==> config.mk <==
export PLATFORM = sky130hd
export DESIGN_NAME = l2_arbiter_flat
export DESIGN_NICKNAME = d
export VERILOG_FILES = /design/src/rtl/l2_arbiter_if.sv /design/src/rtl/l2_arbiter.sv /design/src/flat_wrapper.sv
export SDC_FILE = /design/constraint.sdc
export NUM_CORES = 1
export LEC_CHECK = 0
export ABC_AREA = 1
export CORE_AREA = 2 2 111 113
export CTS_BUF_LIST = sky130_fd_sc_hd__clkbuf_4 sky130_fd_sc_hd__clkbuf_8 sky130_fd_sc_hd__clkbuf_16
export DETAILED_ROUTE_END_ITERATION = 8
export DIE_AREA = 0 0 113 115
export HOLD_SLACK_MARGIN = 0.1
export MAX_ROUTING_LAYER = met4
export PLACE_DENSITY = 0.59
export SLEW_MARGIN = 20
export SYNTH_ARGS = -nofsm -noshare
export SYNTH_HDL_FRONTEND = slang
export SYNTH_SLANG_ARGS = --single-unit
==> constraint.sdc <==
create_clock -name clk -period 1.6 [get_ports clk]
set_input_delay 0.4 -clock clk [delete_from_list [all_inputs] [get_ports clk]]
set_output_delay 0.4 -clock clk [all_outputs]
set_load 0.02 [all_outputs]
==> src/rtl/l2_arbiter_if.sv <==
// L1<->L2 arbiter bus: both cores' request ports, the L2 array port and snoop outputs.
// Parameter n is the data word width.
interface l2_arbiter_if #(parameter int n = 32);
  logic         c0_read_request, c0_write_request;
  logic [9:0]   c0_word_address;
  logic [n-1:0] c0_write_word;
  logic         c1_read_request, c1_write_request;
  logic [9:0]   c1_word_address;
  logic [n-1:0] c1_write_word;
  logic [n-1:0] l2_read_word;
  logic [9:0]   l2_word_address;
  logic [n-1:0] l2_write_word;
  logic         l2_write_en;
  logic         c0_l2_busy, c1_l2_busy;
  logic [n-1:0] c0_read_word, c1_read_word;
  logic         c0_others_read_request, c0_others_write_request;
  logic [3:0]   c0_others_block_tag, c0_others_block_index;
  logic         c1_others_read_request, c1_others_write_request;
  logic [3:0]   c1_others_block_tag, c1_others_block_index;
  logic [31:0]  arb_statistics;

  modport slave (
    input  c0_read_request, c0_write_request, c0_word_address, c0_write_word,
    input  c1_read_request, c1_write_request, c1_word_address, c1_write_word,
    input  l2_read_word,
    output l2_word_address, l2_write_word, l2_write_en,
    output c0_l2_busy, c1_l2_busy, c0_read_word, c1_read_word,
    output c0_others_read_request, c0_others_write_request,
    output c0_others_block_tag, c0_others_block_index,
    output c1_others_read_request, c1_others_write_request,
    output c1_others_block_tag, c1_others_block_index,
    output arb_statistics
  );

  modport master (
    output c0_read_request, c0_write_request, c0_word_address, c0_write_word,
    output c1_read_request, c1_write_request, c1_word_address, c1_write_word,
    output l2_read_word,
    input  l2_word_address, l2_write_word, l2_write_en,
    input  c0_l2_busy, c1_l2_busy, c0_read_word, c1_read_word,
    input  c0_others_read_request, c0_others_write_request,
    input  c0_others_block_tag, c0_others_block_index,
    input  c1_others_read_request, c1_others_write_request,
    input  c1_others_block_tag, c1_others_block_index,
    input  arb_statistics
  );
endinterface

==> src/rtl/l2_arbiter.sv <==
// Two-core L2 port arbiter with round-robin contention, direct handoff and snoop broadcast.
// Define ARB_STATISTICS_EN to build grant/conflict/max-wait counters on arb_statistics.
module l2_arbiter #(
  parameter int n = 32
) (
  input  logic         clk,
  input  logic         reset,
  l2_arbiter_if.slave  bus
);

  typedef enum logic [1:0] {IDLE = 2'd0, OWN0 = 2'd1, OWN1 = 2'd2} state_e;

  state_e state_q, state_d;
  logic   last_owner_q, last_owner_d;
  logic   req0, req1;
  logic   busy0, busy1;
  logic [n-1:0] wword;

  assign req0 = bus.c0_read_request | bus.c0_write_request;
  assign req1 = bus.c1_read_request | bus.c1_write_request;

  always_ff @(posedge clk) begin
    if (reset) begin
      state_q      <= IDLE;
      last_owner_q <= 1'b1;
    end else begin
      state_q      <= state_d;
      last_owner_q <= last_owner_d;
    end
  end

  always_comb begin
    state_d      = state_q;
    last_owner_d = last_owner_q;
    unique case (state_q)
      IDLE: begin
        if (req0 && req1)  state_d = last_owner_q ? OWN0 : OWN1;
        else if (req0)     state_d = OWN0;
        else if (req1)     state_d = OWN1;
      end
      OWN0: if (!req0) begin
        last_owner_d = 1'b0;
        state_d      = req1 ? OWN1 : IDLE;
      end
      OWN1: if (!req1) begin
        last_owner_d = 1'b1;
        state_d      = req0 ? OWN0 : IDLE;
      end
      default: state_d = IDLE;
    endcase
  end

  // Write wins over read for both the strobe and the snoop type.
  always_comb begin
    busy0 = req0 && (state_q != OWN0);
    busy1 = req1 && (state_q != OWN1);
    bus.c0_l2_busy   = busy0;
    bus.c1_l2_busy   = busy1;
    bus.c0_read_word = bus.l2_read_word;
    bus.c1_read_word = bus.l2_read_word;
    bus.l2_word_address         = '0;
    wword                       = '0;
    bus.l2_write_en             = 1'b0;
    bus.c0_others_read_request  = 1'b0;
    bus.c0_others_write_request = 1'b0;
    bus.c0_others_block_tag     = '0;
    bus.c0_others_block_index   = '0;
    bus.c1_others_read_request  = 1'b0;
    bus.c1_others_write_request = 1'b0;
    bus.c1_others_block_tag     = '0;
    bus.c1_others_block_index   = '0;
    unique case (state_q)
      OWN0: begin
        bus.l2_word_address         = bus.c0_word_address;
        wword                       = bus.c0_write_word;
        bus.l2_write_en             = bus.c0_write_request;
        bus.c1_others_read_request  = bus.c0_read_request & ~bus.c0_write_request;
        bus.c1_others_write_request = bus.c0_write_request;
        bus.c1_others_block_tag     = bus.c0_word_address[9:6];
        bus.c1_others_block_index   = bus.c0_word_address[5:2];
      end
      OWN1: begin
        bus.l2_word_address         = bus.c1_word_address;
        wword                       = bus.c1_write_word;
        bus.l2_write_en             = bus.c1_write_request;
        bus.c0_others_read_request  = bus.c1_read_request & ~bus.c1_write_request;
        bus.c0_others_write_request = bus.c1_write_request;
        bus.c0_others_block_tag     = bus.c1_word_address[9:6];
        bus.c0_others_block_index   = bus.c1_word_address[5:2];
      end
      default: ;
    endcase
    bus.l2_write_word = wword;
  end

`ifdef ARB_STATISTICS_EN
  logic [7:0] grants0_q, grants0_d, grants1_q, grants1_d;
  logic [7:0] conflicts_q, conflicts_d, max_wait_q, max_wait_d;
  logic [7:0] wait0_q, wait0_d, wait1_q, wait1_d;

  // wait counters hold the length of the current stall run, including this cycle
  always_comb begin
    grants0_d   = grants0_q;
    grants1_d   = grants1_q;
    conflicts_d = conflicts_q;
    if (state_d == OWN0 && state_q != OWN0 && grants0_q != 8'hff) grants0_d = grants0_q + 8'd1;
    if (state_d == OWN1 && state_q != OWN1 && grants1_q != 8'hff) grants1_d = grants1_q + 8'd1;
    if (req0 && req1 && conflicts_q != 8'hff) conflicts_d = conflicts_q + 8'd1;
    wait0_d = busy0 ? ((wait0_q == 8'hff) ? 8'hff : wait0_q + 8'd1) : 8'd0;
    wait1_d = busy1 ? ((wait1_q == 8'hff) ? 8'hff : wait1_q + 8'd1) : 8'd0;
    max_wait_d = max_wait_q;
    if (wait0_d > max_wait_d) max_wait_d = wait0_d;
    if (wait1_d > max_wait_d) max_wait_d = wait1_d;
  end

  always_ff @(posedge clk) begin
    if (reset) begin
      grants0_q   <= '0;
      grants1_q   <= '0;
      conflicts_q <= '0;
      max_wait_q  <= '0;
      wait0_q     <= '0;
      wait1_q     <= '0;
    end else begin
      grants0_q   <= grants0_d;
      grants1_q   <= grants1_d;
      conflicts_q <= conflicts_d;
      max_wait_q  <= max_wait_d;
      wait0_q     <= wait0_d;
      wait1_q     <= wait1_d;
    end
  end

  assign bus.arb_statistics = {grants0_q, grants1_q, conflicts_q, max_wait_q};
`else
  assign bus.arb_statistics = 32'd0;
`endif

endmodule

==> src/flat_wrapper.sv <==
// flat-port wrapper written by rule: the top's interface ports become plain ports
module l2_arbiter_flat 
#(
  parameter int n = 32
)
  (clk, reset, bus_c0_read_request, bus_c0_write_request, bus_c0_word_address, bus_c0_write_word, bus_c1_read_request, bus_c1_write_request, bus_c1_word_address, bus_c1_write_word, bus_l2_read_word, bus_l2_word_address, bus_l2_write_word, bus_l2_write_en, bus_c0_l2_busy, bus_c1_l2_busy, bus_c0_read_word, bus_c1_read_word, bus_c0_others_read_request, bus_c0_others_write_request, bus_c0_others_block_tag, bus_c0_others_block_index, bus_c1_others_read_request, bus_c1_others_write_request, bus_c1_others_block_tag, bus_c1_others_block_index, bus_arb_statistics);
  l2_arbiter_if #(.n(n)) bus_i ();
  input  logic clk;
  input  logic reset;
  input wire logic [$bits(bus_i.c0_read_request)-1:0] bus_c0_read_request;
  input wire logic [$bits(bus_i.c0_write_request)-1:0] bus_c0_write_request;
  input wire logic [$bits(bus_i.c0_word_address)-1:0] bus_c0_word_address;
  input wire logic [$bits(bus_i.c0_write_word)-1:0] bus_c0_write_word;
  input wire logic [$bits(bus_i.c1_read_request)-1:0] bus_c1_read_request;
  input wire logic [$bits(bus_i.c1_write_request)-1:0] bus_c1_write_request;
  input wire logic [$bits(bus_i.c1_word_address)-1:0] bus_c1_word_address;
  input wire logic [$bits(bus_i.c1_write_word)-1:0] bus_c1_write_word;
  input wire logic [$bits(bus_i.l2_read_word)-1:0] bus_l2_read_word;
  output wire logic [$bits(bus_i.l2_word_address)-1:0] bus_l2_word_address;
  output wire logic [$bits(bus_i.l2_write_word)-1:0] bus_l2_write_word;
  output wire logic [$bits(bus_i.l2_write_en)-1:0] bus_l2_write_en;
  output wire logic [$bits(bus_i.c0_l2_busy)-1:0] bus_c0_l2_busy;
  output wire logic [$bits(bus_i.c1_l2_busy)-1:0] bus_c1_l2_busy;
  output wire logic [$bits(bus_i.c0_read_word)-1:0] bus_c0_read_word;
  output wire logic [$bits(bus_i.c1_read_word)-1:0] bus_c1_read_word;
  output wire logic [$bits(bus_i.c0_others_read_request)-1:0] bus_c0_others_read_request;
  output wire logic [$bits(bus_i.c0_others_write_request)-1:0] bus_c0_others_write_request;
  output wire logic [$bits(bus_i.c0_others_block_tag)-1:0] bus_c0_others_block_tag;
  output wire logic [$bits(bus_i.c0_others_block_index)-1:0] bus_c0_others_block_index;
  output wire logic [$bits(bus_i.c1_others_read_request)-1:0] bus_c1_others_read_request;
  output wire logic [$bits(bus_i.c1_others_write_request)-1:0] bus_c1_others_write_request;
  output wire logic [$bits(bus_i.c1_others_block_tag)-1:0] bus_c1_others_block_tag;
  output wire logic [$bits(bus_i.c1_others_block_index)-1:0] bus_c1_others_block_index;
  output wire logic [$bits(bus_i.arb_statistics)-1:0] bus_arb_statistics;
  assign bus_i.c0_read_request = bus_c0_read_request;
  assign bus_i.c0_write_request = bus_c0_write_request;
  assign bus_i.c0_word_address = bus_c0_word_address;
  assign bus_i.c0_write_word = bus_c0_write_word;
  assign bus_i.c1_read_request = bus_c1_read_request;
  assign bus_i.c1_write_request = bus_c1_write_request;
  assign bus_i.c1_word_address = bus_c1_word_address;
  assign bus_i.c1_write_word = bus_c1_write_word;
  assign bus_i.l2_read_word = bus_l2_read_word;
  assign bus_l2_word_address = bus_i.l2_word_address;
  assign bus_l2_write_word = bus_i.l2_write_word;
  assign bus_l2_write_en = bus_i.l2_write_en;
  assign bus_c0_l2_busy = bus_i.c0_l2_busy;
  assign bus_c1_l2_busy = bus_i.c1_l2_busy;
  assign bus_c0_read_word = bus_i.c0_read_word;
  assign bus_c1_read_word = bus_i.c1_read_word;
  assign bus_c0_others_read_request = bus_i.c0_others_read_request;
  assign bus_c0_others_write_request = bus_i.c0_others_write_request;
  assign bus_c0_others_block_tag = bus_i.c0_others_block_tag;
  assign bus_c0_others_block_index = bus_i.c0_others_block_index;
  assign bus_c1_others_read_request = bus_i.c1_others_read_request;
  assign bus_c1_others_write_request = bus_i.c1_others_write_request;
  assign bus_c1_others_block_tag = bus_i.c1_others_block_tag;
  assign bus_c1_others_block_index = bus_i.c1_others_block_index;
  assign bus_arb_statistics = bus_i.arb_statistics;
  l2_arbiter #(.n(n)) u_core (.clk(clk), .reset(reset), .bus(bus_i));
endmodule
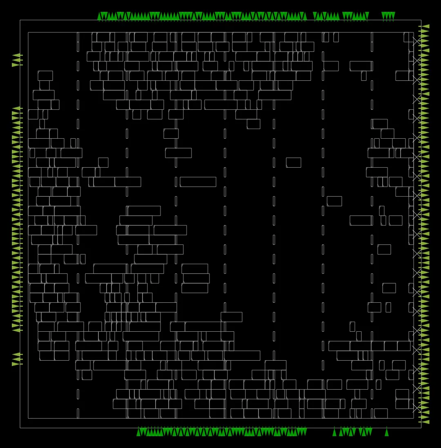
placed.png
Non-Filler Instances: 554
Core ar.: 0.0118 mm2
post-layout util: 34.2%
FILL cells: 1227

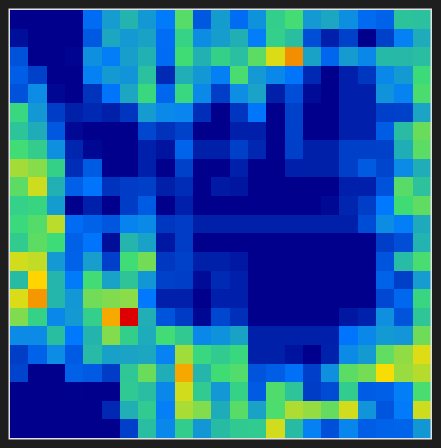
route_heat.png
The die is cut into 23 by 23 equal tiles; dark blue is low, red is high, scaled to the fullest tile. Values are wire area over tile area, all layers added.
- mean over tiles: 0.099
- tiles over half the peak: 13%
- fullest tile: 0.42
- emptiest ninth of the die: middle
- nearly empty tiles: 22%
DR vias: 2117
Wirelength per Cell: 14.5 um

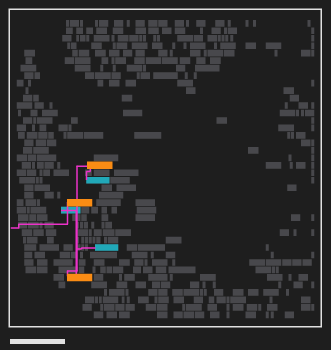
clock_wires.png
Bar = 20 um.
- magenta: clock wires (length 134 um)
- orange: clock-net drivers (count 3)
- cyan: flip-flops (count 3)
- routed clock nets: 4
Worst Skew: 0.00484 ns
Clk pwr share: 7.0%
clock-net power: 0.427 mW
clk_lat worst skew: 0.23 ns

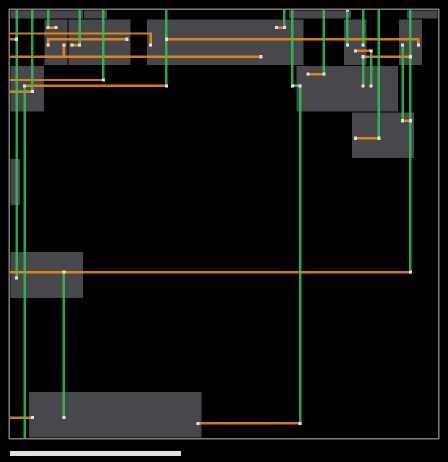
closeup.png
Bar = 10 um. Region (44, 68) to (69, 93) um. Cells in grey, sequential cells in the stronger grey; small squares are vias.
- green: M2
- orange: M1
- most frequent: nand2_1 (3), clkdlybuf4s50_1 (2)
- cells with their middle in the window: 9
- sequential cells in the window: 0

==> results_slide.txt <==
Physical Implementation Snapshot

Status
  – Status: complete, but fails checks
  – Failing checks: design-rule violations, negative setup slack

Floorplanning
  – Die height: 115 um
  – Number of cell rows: 40
  – Fp util: 14.5%
  – Chip Area: 0.0130 mm2
  – Chip Width: 113 um
  – Ports: 283

Final timing
  – Final worst slack: -0.312 ns
  – Hold Fails Final Rpt: 0
  – Final Slew Violations: 0
  – Highest Clock Rate: ~520 MHz
  – Post-layout min period: 1.91 ns
  – # setup viols final: 65
  – RSZ-0062 raised after global routing: yes
  – Final period utilization: 119%

Clocking
  – CTS Hold Bufs: 0
  – CTS Buf Count: 3
  – H-tree levels: 1
  – Root Buffer: clkbuf_16
  – # clock sinks: 3
  – Clock buffer depth: 2
  – TritonCTS clock tree: yes
  – CTS clock-pin slew for the worst setup and hold paths: ~0.030 ns

Detailed routing
  – Routed vias/inst: 3.82
  – Final antenna-violating net count: 0
  – Drt pass-1 iters: 7
  – # DRC: 20
  – Number of DRC markers after the initial detailed-route iteration: 55
  – Routed WL: approximately 8 mm

Yosys
  – Post-synth seq share: roughly 3.5%
  – Post-synthesis cell count: 304
  – Flops after synth: 3
  – Yosys warns: 0
  – Synthesis area per yosys: 0.00172 mm2
  – Yosys Instances: 304
  – Main area contributors: buf_4 (42%), nand2_1 (22%), a21oi_1 (13%)
  – Syn Std Cell Area: between 0.0015 and 0.002 mm2
  – Leading area contributor after synthesis: buf_4
  – Syn_area_per_cell: 5.65 um2
  – Share of the synthesized area in the top cell type: 42.0%
  – Distinct lib cells: 17

Power and ir drop
  – Pwr dens: about 1500 mW/mm2
  – Total power: ~6.1 mW
  – P_leak: 1.63 nW
  – VDD IR max: 0.000764 V

Finish
  – Share of cells above drive strength 1: approximately 47%
  – Antenna cells: 0
  – Nets: 534
  – Most frequent cells in the layout: clkdlybuf4s50_1 (86), nand2_1 (78), buf_6 (55)
  – Top cell excl fill/tap: clkdlybuf4s50_1
  – Area Overhead vs Synth: 135%

Worst hold path
  – Hold-critical path depth: 2
  – Hold path startpoint: u_core.last_owner_q
  – Path category of the worst min-delay check: reg2reg
  – Hold EP: u_core.last_owner_q

Critical path
  – Kind of critical path: reg2out
  – CP required: 1.20 ns
  – FF-to-FF path depth: 11
  – Critical path startpoint category: flop
  – Slowest CP cell: dfxtp_4
  – Arr. time, crit path: 1.51 ns
  – Crit-path max FO: 10
  – Crit-path cells: inv_4 -> ha_4 -> clkinv_8 -> buf_12 -> a21oi_4 -> buf_6
  – Reg2Reg Capture Point: u_core.state_q[1]
  – CP Capture Type: primary output
  – R2r setup slk: -0.03 ns
  – Worst Setup SP: u_core.state_q[0]
  – CP peak stage delay: 0.37 ns
  – Worst r2r src: u_core.state_q[1]

Job
  – Maxcap violations: 0
  – Tool Warnings: 32

Global route
  – Vias in the first global route: about 2200
  – Initial antenna violation count: 0
  – First-pass GRT wire length: between 10 and 15 mm
  – Global-route usage over all layers: between 10 and 15%
  – Gr ovfl total: 0
  – Largest net degree at the start of global routing: 26

Placement
  – Placed Instances: roughly 540
  – Detailed Place HPWL: 5.88 mm
  – Pre-CTS setup slack: -0.650 ns
  – GP Congestion: about 0.7
  – PortBufs: 154
## what timing repair did
item | CTS | global route
setup endpoints to repair | 68 | 68
resized | 426 | 39
setup buffers | 2 | 1
pin swaps | 2 | 1
gates cloned | 3 | 3
## worst max path at each step
stage          depth (start not counted)  slack (ns)                     to
2_1_floorplan                          6       -0.04  bus_l2_write_word[12]
3_3_place_gp                           6       -0.63        bus_l2_write_en
3_5_place_dp                           6       -0.65        bus_l2_write_en
4_1_cts                                6       -0.32  bus_l2_write_word[15]
5_1_grt                                6       -0.36  bus_l2_write_word[15]
6_report                               6       -0.31   bus_l2_write_word[1]
## final cells by class
cell class / count / area, um2
fillers: 1227 / 7770
repair buffers: 178 / 1990
clock buffers: 4 / 82.6
well taps: 147 / 184
inverters: 25 / 121
multi-input cells: 197 / 1600
flip-flops and latches: 3 / 67.6
## metrics by stage
step / setup TNS (ns) / hold slack, ns / instance area (um2)
finish: -15.17 / 0.473 / 4040
global route: -18.58 / 0.513 / 4040
CTS: -14.74 / 0.468 / 3850
global placement: -33.69 / 0.446 / 3490
detailed placement: -34.85 / 0.460 / 3490
floorplan: -1.17 / 0.426 / 2440
## cells by family (layout without fill, tap and decap cells)
logic type / after synthesis / count (layout) / synth area share [%]
other: 1 / 32 / 0.218
AND-OR/OR-AND: 46 / 46 / 13.4
buffers and inverters: 135 / 207 / 51.6
flip-flops: 3 / 3 / 3.50
AND/OR/NAND/NOR: 115 / 115 / 28.4
adder cells (fa/ha/maj): 4 / 4 / 2.92
## cell usage after synthesis
library cell,number
conb_1,1
nand2_4,3
buf_4,96
nor2_4,1
buf_2,9
ha_1,4
buf_6,1
nand2_1,100
nor2_1,5
dfxtp_1,3
clkbuf_1,4
inv_1,24
nor2_2,2
a21oi_1,46
clkinv_1,1
nor2_8,1
nand3_1,3
## critical path, delay by kind of cell, from the launching register on
family / cells / cell delay (ns)
adder cells (fa/ha/maj): 1 / 0.30
flip-flops: 1 / 0.37
buffers and inverters: 4 / 0.47
AND-OR/OR-AND: 1 / 0.13
## flip-flops by register name (all words and copies together), names as in the netlist
name,cells
u_core.last_owner_q,1
u_core.state_q,2
## power by group
| part | internal, mW | leakage [nW] | switching [mW] |
|---|---|---|---|
| Combinational | 2.48 | 1.56 | 3.03 |
| Sequential | 0.118 | 0.0261 | 0.0397 |
| Clock | 0.347 | 0.0416 | 0.0798 |
## per-layer routing
metal | track usage (%) | routed length [um] | part of all wire [%]
met4 | 3.50 | 121 | 1.5
met2 | 21.7 | 4470 | 56
met3 | 1.95 | 572 | 7.1
met5 | - | 0 | 0
met1 | 11.3 | 2840 | 36
No activity file was given, so power comes from the tool's default toggle rates.
